Design sdram_frame_fetch, sky130hd; sources not shown.
Run 1, track usage over the die:
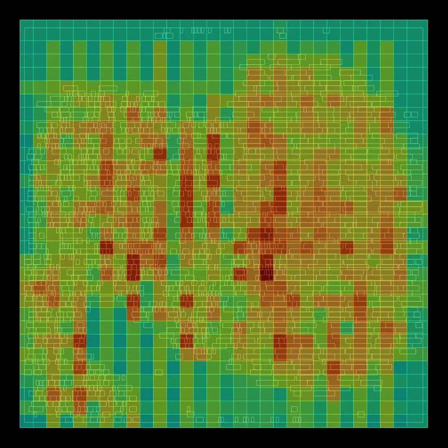
Core Util, Final: 48.3%
M1 GR Usage: 24.1%
GR Util met2: 30.0%
Routed wire per std cell: 19.4 um

Run 1, routed clock nets over the placement:
Drawn at 3 px/um.
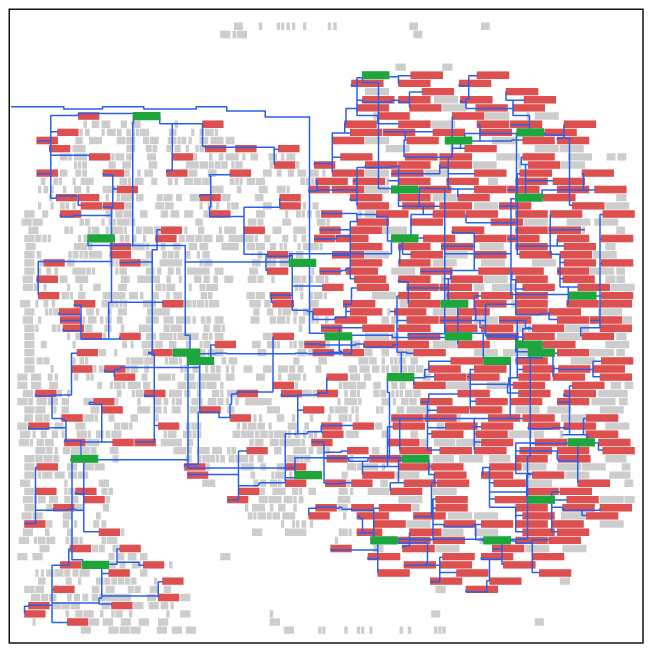
legend:
  blue:
    item: clock wires
    length: 4460 um
  green:
    item: clock drivers
    count: 27
  red:
    item: flip-flops
    count: 377
routed clock nets: 28
Clk power: 2.97 mW
Clock Power Share: 27.1%

Run 1, power grid:
Drawn at 2 px/um. Pins as bars on the die edge.
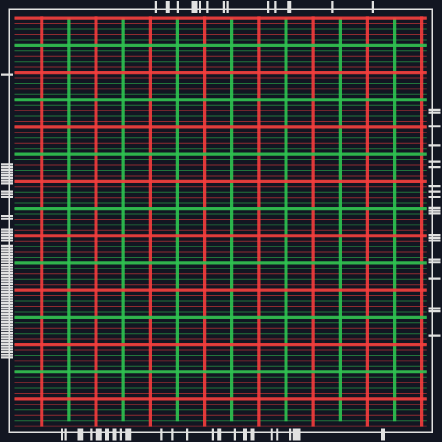
legend:
  red:
    net: VSS
  green:
    net: VDD
met5 straps: 15
met1 rails: 76
met4 straps: 15
signal pins: 136
die width: 211 um
Placeable Area: 0.0420 mm2
die height: 211 um

==> out/metrics.csv, run 1 <==
metric,value,unit
outcome,completed,
fp_util,40.7,%
top_cell_area_share,44.9,%
synthAdderAreaFrac,3.75,%
routed_wl,39400,um
post_cts_buffers,5,
power_leader,registers,
syn2layout_area_growth,18.8,%
antenna_found_initial,0,
switching_share,29.0,%
dp_slack,0.00345,ns
fin_ws,0.127,ns
track_usage,17.7,%
inverters,45,
wl_met2,18800,um
power,11.0,mW
grt_pass1_vias,10700,
io_buffers,116,
grt_overflow_total,0,
num-fill-cells,3717,
design.portCount,136,
largest_area_cell,edfxtp_1,
synth-cells-yosys,1292,
seq_area,0.0101,mm2
buf_share,9.97,%
netlist_instances,1292,
p_switching,3.18,mW
drtAntennaViolNets,0,
ff2ff_setup_slack,0.26,ns
ir_drop,0.374,mV
finalSetupViolCount,0,
p_int,7.79,mW
drive_above_1_share,16.3,%
clkSinkCount,377,
comb_area,0.00654,mm2
dp.cells,1974,
path_clk_slew,0.07,ns
comb-cell-share,32.2,%
diodes,0,
edf_count,256,
firstDrtPassIters,6,
layout_top_cell,edfxtp_1,
hold_buffers,0,
simple_gate_share,11.4,%
p_seq_share,46.6,%
dominantRegCellSynth,edfxtp_1,
muxShareOfSynthArea,10.7,%
dpl_cell_area,0.0194,mm2
timing.critical_path.buf_inv,3,
cp-end-kind,output port,
--- run 2 (diff from run 1) ---
Settings changed: CAP_MARGIN set to 20.
Run 2, track usage over the die:
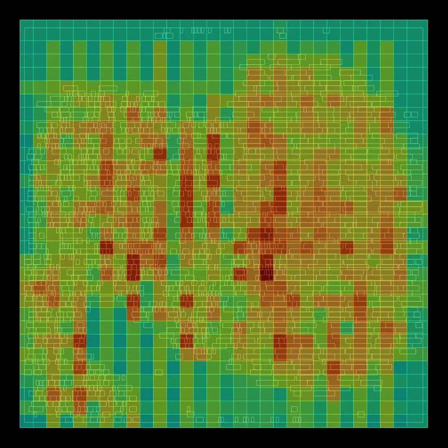
GR Util met3: 2.88%
GRT Total Usage: 17.7%

==> run 2 against run 1 <==
  * Clock power hardly changed
  * Synthesized cell count is the same
  * Highest routed layer unchanged
  * Total power stayed put
==> out/metrics.csv, run 2 <==
metric,value,unit,change
hold_buffers,0,,unchanged
p_switching,3.18,mW,unchanged
netlist_instances,1292,,unchanged
cp-end-kind,output port,,
drtAntennaViolNets,0,,unchanged
routedWlPerCell,19.4,um,unchanged
path_clk_slew,0.07,ns,about the same
clkSinkCount,377,,unchanged
switching_share,29.0,%,unchanged
utilization,48.3,%,unchanged
grt_overflow_total,0,,unchanged
top_cell_area_share,44.9,%,unchanged
antenna_found_initial,0,,unchanged
synth-cells-yosys,1292,,unchanged
post_cts_buffers,5,,unchanged
simple_gate_share,11.4,%,unchanged
ir_drop,0.374,mV,unchanged
firstDrtPassIters,6,,unchanged
routed_wl,39400,um,unchanged
power_leader,registers,,
inverters,45,,unchanged
die_width,211,um,unchanged
dp_slack,0.00345,ns,unchanged
buf_share,9.97,%,unchanged
dominantRegCellSynth,edfxtp_1,,
p_seq_share,46.6,%,about the same
dp.cells,1974,,unchanged
comb_area,0.00654,mm2,unchanged
largest_area_cell,edfxtp_1,,
outcome,completed,,
seq_area,0.0101,mm2,unchanged
num-fill-cells,3717,,unchanged
p_int,7.79,mW,unchanged
dpl_cell_area,0.0194,mm2,unchanged
wl_met2,18800,um,unchanged
finalSetupViolCount,0,,unchanged
edf_count,256,,unchanged
comb-cell-share,32.2,%,unchanged
drive_above_1_share,16.3,%,unchanged
fin_ws,0.127,ns,unchanged
synthAdderAreaFrac,3.75,%,unchanged
ff2ff_setup_slack,0.26,ns,about the same
io_buffers,116,,unchanged
Power is estimated from default activity; no workload was simulated.
